==> config.mk <==
export PLATFORM = sky130hd
export DESIGN_NAME = rq_gearbox
export DESIGN_NICKNAME = d
export VERILOG_FILES = /design/src/rtl/rq_gearbox.sv
export SDC_FILE = /design/constraint.sdc
export NUM_CORES = 1
export LEC_CHECK = 0
export ABC_CLOCK_PERIOD_IN_PS = 2300
export CAP_MARGIN = 20
export CORE_AREA = 3 3 287 289
export DETAILED_ROUTE_END_ITERATION = 8
export DIE_AREA = 0 0 290 292
export GPL_TIMING_DRIVEN = 0
export MAX_ROUTING_LAYER = met4
export PLACE_DENSITY = 0.5
export SYNTH_ARGS = -nofsm -noshare
export SYNTH_HDL_FRONTEND = slang
export SYNTH_SLANG_ARGS = --single-unit
export TNS_END_PERCENT = 5
==> constraint.sdc <==
create_clock -name clk -period 2.3 [get_ports clk]
set_input_delay 0.69 -clock clk [delete_from_list [all_inputs] [get_ports clk]]
set_output_delay 0.69 -clock clk [all_outputs]
set_load 0.01 [all_outputs]
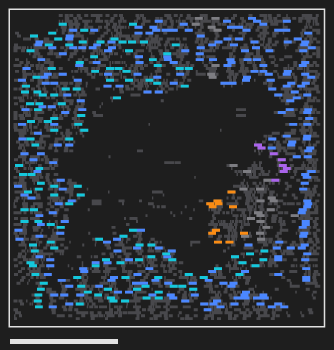
**Above:** run 1 (sequential cells colored by netlist name).
The bar under the picture is 100 um long. Other sequential cells in the stronger gray, the rest of the logic in the fainter gray.
Key: cyan = `r_carry` [sequential cells 128]; blue = `s_axis_rq_tdata` [sequential cells 256, where all over the die]; orange = `r_beat_cnt` [sequential cells 11]; purple = `s_axis_rq_tkeep` [sequential cells 8, where east]
Another 26 sequential cells are not colored.
Seq. pwr: 0.00798 W
final core occ: 35.2%
fraction of area in registers: 30.4%
Flop area: 8590 sq um

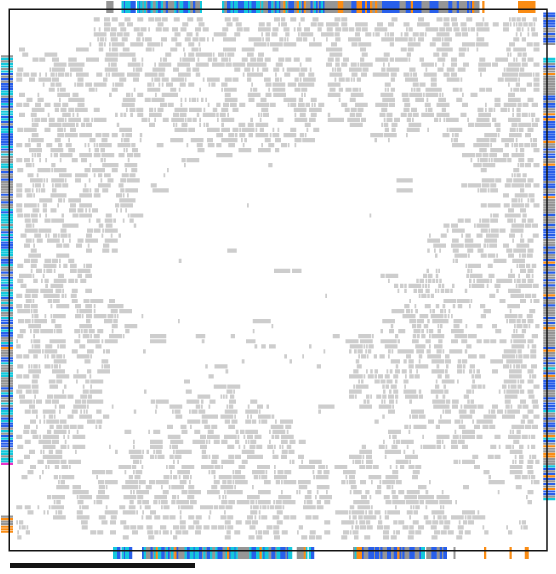
**Above:** run 1 (I/O pins on the die edge).
The bar under the picture is 100 um long. Pins as bars across the die edge, other pins in gray.
Key: orange = `s_axis_rq_tuser` [pins 60, direction output, edge 25 north, 17 east, 13 south, 5 west]; blue = `s_axis_rq_tdata` [pins 256, direction output, edge 73 east, 73 north, 58 south, 52 west]; magenta = `clk` [pins 1, direction input, edge west]; cyan = `descriptor` [pins 128, direction input, edge 52 west, 38 south, 31 north, 7 east]
All pins by edge: 212 north, 189 east, 170 west, 166 south.
Die Ht: 292 um
PortBufs: 683

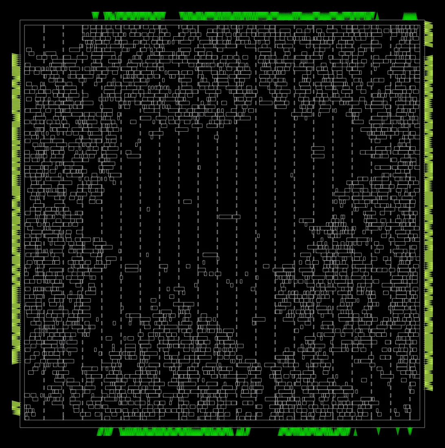
**Above:** run 1 (placement view).
Filler Cell Count: 8,273
Cell Rows: 104
Tap Cells: 1,060
core area: 80,200 sq um
flip-flops: 429

==> results.yml, run 1 <==
# yosys + openroad results
timing:
  finalHoldViolCount: 0
  finalMaxSlewViolations: 0
  finalClockPeriodUsage_pct: 97.5
  worstMarginPinSlew_ns: 0.930
  skew_ns: 0.0163
  rsz0062_at_grt: "yes"
  max_clock_freq_mhz: 446
  layout_min_cycle_time_ns: 2.24
logic_synthesis:
  ys_cells: 1897
  postSynthSeqShare_pct: 48.0
  synth_cells: 1897
  synth_cell_type_count: 52
  flop_cell: "dfxtp_1"
  avgSynthCellArea_sq_um: 9.43
power:
  power.leakage_nw: 11.0
  p_int_w: 0.0141
  ir_drop_uv: 386
  p_total_w: 0.0188
  clockPowerShare_pct: 43.6
  p_sw_w: 0.00468
  power.density_nw_per_um2: 665
placement:
  pre_cts_slack_ns: -1.37
  dpl.hpwl_mm: 64.0
  placed_area_sq_um: 26300
  place.gp.congestion: 0.867
floorplan:
  ios: 737
  die_area_sq_um: 84700
  fp_util_pct: 22.3
  die_x_um: 290
drt:
  via_per_inst: 4.66
  wl_per_cell_um: 21.7
  post-route-drc-count: 0
  firstDrtPassIters: 7
  ant_nets: 0
clock_network:
  cts_buffers: 51
  htreeDepth: 2
  cts_setup_buffers: 0
  cts_tree: "done"
final_layout:
  comb_area_sq_um: 8290
  nNetsFinal: 3099
critical_path:
  ff2ff_setup_slack_ns: 0.15
  crit_fanout: 5
global_route:
  grt_pass1_wl_mm: 120
  grt_overflow: 0
  grtUsageTotal_pct: 19.0
  grt_antenna_before_repair: 16
outcome:
  status: "finished clean"
run:
  tool_warnings: 27
  maxCapViolCount: 0
[run 1: cell usage in the layout (no fill, tap or decap), types with 26 or more instances in the layout]
cell type          n
nor2_1           291
conb_1            52
dfxtp_1          426
buf_6             26
clkdlybuf4s50_1  668
a222oi_1         128
mux2_2           128
nand2_1          275
buf_4             59
clkbuf_2          46
clkbuf_16         53
a22oi_1          110
clkbuf_1          84
nand3b_1         137
[run 1: critical path: stages]
cell	delay [ns]
clkdlybuf4s50_1	0.66
nor3_1	0.17
or4b_2	0.67
o21ai_0	0.13
a41o_1	0.24
a31oi_1	0.08
[run 1: power groups by stage]
stage	Clock, W	Sequential [W]	Combinational (W)
6_report	0.00819	0.00798	0.00262
5_1_grt	0.00875	0.00801	0.00282
4_1_cts	0.00847	0.00798	0.00264
3_5_place_dp	0	0.00814	0.00261
3_3_place_gp	0	0.00812	0.00258
2_1_floorplan	0	0.00812	0.00111
[run 1: synth_stat cells, types with 4 or more instances]
cell	n	share of area (%)
dfxtp_1	429	48
nor2_1	291	6.1
nand2_1	276	5.8
nand3b_1	137	5.7
a222oi_1	128	7.2
mux2_2	128	8.1
clkbuf_1	126	2.6
a22oi_1	110	4.6
buf_4	55	2.3
buf_6	27	1.7
a22oi_2	20	1.4
o21ai_0	17	0.48
xnor2_1	17	0.83
nor3_1	15	0.42
xor2_1	14	0.69
nand3_1	13	0.36
a21oi_1	12	0.34
buf_2	10	0.28
a22o_1	8	0.39
nand2b_1	8	0.28
a211oi_1	6	0.25
or3_1	6	0.21
nand4_1	4	0.14
[run 1: per-layer routing]
layer | up-vias | track usage [%] | wire, um
li1 | 8344 | - | -
met1 | 8611 | 21.3 | 32900
met2 | 659 | 33.2 | 41600
met3 | 92 | 5.70 | 6560
met4 | 0 | 4.40 | 1520
met5 | - | - | 0
[run 1: stage by stage]
| stage | setup TNS (ns) | instances | hold slack, ns |
|---|---|---|---|
| floorplan | 0 | 1948 | 0.459 |
| global placement | -538.77 | 3691 | 0.460 |
| detailed placement | -438.11 | 3697 | 0.456 |
| CTS | 0 | 3788 | 0.475 |
| global route | -0.0519 | 3801 | 0.485 |
| finish | 0 | 3802 | 0.472 |
[run 1: final cells by class]
class | instances | share of cell area, %
clock inverter | 12 | 0.417
clock buffer | 80 | 5.62
timing repair buffer | 689 | 24.5
tap | 1060 | 4.70
buffer | 220 | 4.80
sequential | 429 | 30.4
inverter | 3 | 0.0399
antenna | 14 | 0.124
multi-input combinational | 1295 | 29.4
[run 1: cells by family (layout without fill, tap and decap cells)]
family	Yosys count	in the layout	share of synthesized area, %
simple gates	768	768	20.0
mux	128	128	8.05
xor+xnor	31	31	1.52
buf+inv	224	1004	7.05
other cells	1	66	0.0210
flops	429	429	48.0
compound gates	315	315	15.3
fa+ha+maj	1	1	0.0699
[run 1: timing repair]
action                                 CTS  global route
setup endpoints to repair              410           232
resized                                 93            13
endpoints found under the hold margin    0             0
--- run 2 (diff from run 1) ---
- CORE_AREA: 3 3 287 289 -> 8 8 284 286
- DIE_AREA: 0 0 290 292 -> 0 0 292 294
- PLACE_DENSITY: 0.5 -> 0.52
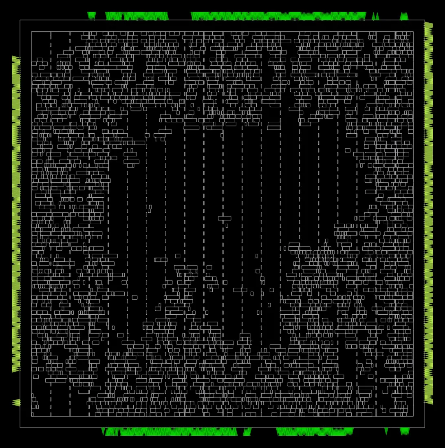
**Above:** run 2 (placement view).
Filler Cell Count: 7,705
fraction of area in registers: 30.5%
Cell Rows: 102
Tap Cells: 988
non-filler cells, final: 3,733

==> run 2 against run 1 <==
Maximum frequency is 0.89% lower. Non-clock buffer count is 1 higher. Area after synthesis stayed put. Hold slack better by 0.0015 ns. First-iteration DRC count is 12% lower. Clock skew is 0.0024 ns lower. Critical path type is now register to primary output.
==> results.yml, run 2 <==
# yosys + openroad results
drt:
  wl_per_cell_um: 22.6
  firstDrtPassIters: 9
power:
  p_sw_w: 0.00463
  power.leakage_nw: 11.0
  power.density_nw_per_um2: 669
run:
  maxCapViolCount: 0
logic_synthesis:
  synth_cells: 1897
  synth.most_common_cell: "dfxtp_1"
  flop_cell: "dfxtp_1"
  top_cells_by_count: "429 x dfxtp_1, 291 x nor2_1, 276 x nand2_1"
  area_leaders: "dfxtp_1 48%, mux2_2 8.1%, a222oi_1 7.2%, nor2_1 6.1%, nand2_1 5.8%"
  postSynthSeqShare_pct: 48.0
  yosys.area.top_type: "dfxtp_1"
timing:
  final.setup.tns_ns: 0
  rsz0062_at_grt: "yes"
  finalHoldViolCount: 0
  worstMarginPinSlew_ns: 1.09
  finalMaxSlewViolations: 0
  skew_ns: 0.0140
floorplan:
  ios: 737
  die_area_sq_um: 85800
outcome:
  status: "finished clean"
placement:
  place.gp.congestion: 0.880
global_route:
  grt_overflow: 0
  grt_antenna_before_repair: 22
critical_path:
  ff2ff_setup_slack_ns: 0.19
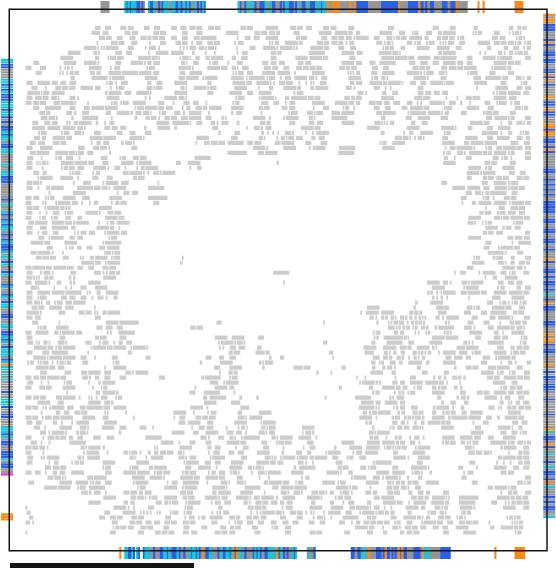
**Above:** run 2 (I/O pins on the die edge).
The bar under the picture is 100 um long. Pins as bars across the die edge, other pins in gray.
Key: magenta = `clk` [pins 1, direction input, edge west]; orange = `s_axis_rq_tuser` [pins 60, direction output, edge 22 east, 17 north, 17 south, 4 west]; cyan = `descriptor` [pins 128, direction input, edge 53 west, 38 south, 31 north, 6 east]; blue = `s_axis_rq_tdata` [pins 256, direction output, edge 74 east, 71 north, 60 south, 51 west]
All pins by edge: 202 east, 194 north, 171 south, 170 west.
Die W: 292 um
Die Ht: 294 um

==> run 2: cell types whose count changed in the layout (fill, tap and decap cells not counted), sizes merged, moves of 5 or more <==
cell / before / now
clkbuf: 205 / 198
clkinv: 9 / 4
clkdlybuf4s50: 668 / 658
dlygate4sd2: 11 / 17
diode: 14 / 20
==> run 2: per-layer routing <==
metal	routed length [um]	GRT usage (%)	part of all wire [%]
met1	32500	20.4	39
met2	42000	32.9	50
met3	7480	6.58	8.9
met4	2300	5.62	2.7
met5	0	-	0
==> run 2: power by group through the flow <==
stage	sequential (W)	combinational (W)	clock (W)
3_5_place_dp	0.00814	0.00260	0
2_1_floorplan	0.00812	0.00111	0
6_report	0.00798	0.00261	0.00821
3_3_place_gp	0.00812	0.00257	0
5_1_grt	0.00802	0.00281	0.00878
4_1_cts	0.00798	0.00263	0.00847
==> run 2: per-stage QoR <==
step | cells | cell area, sq um | power [W] | worst slack [ns] | hold slack (ns)
floorplan | 1948 | 18100 | 0.00923 | 0.129 | 0.459
global placement | 3619 | 26200 | 0.0107 | -2.12 | 0.458
detailed placement | 3622 | 26200 | 0.0107 | -1.60 | 0.463
CTS | 3713 | 28000 | 0.0191 | -0.115 | 0.478
global route | 3732 | 28100 | 0.0196 | -0.0259 | 0.483
finish | 3733 | 28100 | 0.0188 | 0.0363 | 0.474
==> run 2: cell families (layout without fill, tap and decap cells) <==
family	Yosys count	count (layout)	synth area share [%]
AOI/OAI and AO/OA	315	315	15.3
xor gates and xnor gates	31	31	1.52
adders and majority gates	1	1	0.0699
buffers and inverters	224	1001	7.05
DFF	429	429	48.0
muxes	128	128	8.05
other	1	72	0.0210
and+or+nand+nor	768	768	20.0
==> run 2: area by class of cell <==
cell class	count	area, sq um
multi-input combinational	1295	8270
sequential	429	8590
fill	7705	48300
timing repair buffer	689	6900
clock buffer	76	1490
inverter	3	11.3
tap	988	1240
buffer	221	1380
antenna	20	50.0
clock inverter	12	193
==> run 2: worst max-delay path, cell delays in order (launching register included) <==
cell	delay, ns
dfxtp_2	0.38
nand2b_1	0.21
nand2_2	0.14
nor2_1	0.11
buf_2	0.16
==> run 2: repair_timing <==
action,4_1_cts,5_1_grt
pin swaps,1,1
resized,99,23
hold buffers,0,0
setup buffers,3,0
endpoints found under the hold margin,0,0
endpoints found under the setup margin,414,313
Power is estimated from default activity; no workload was simulated.
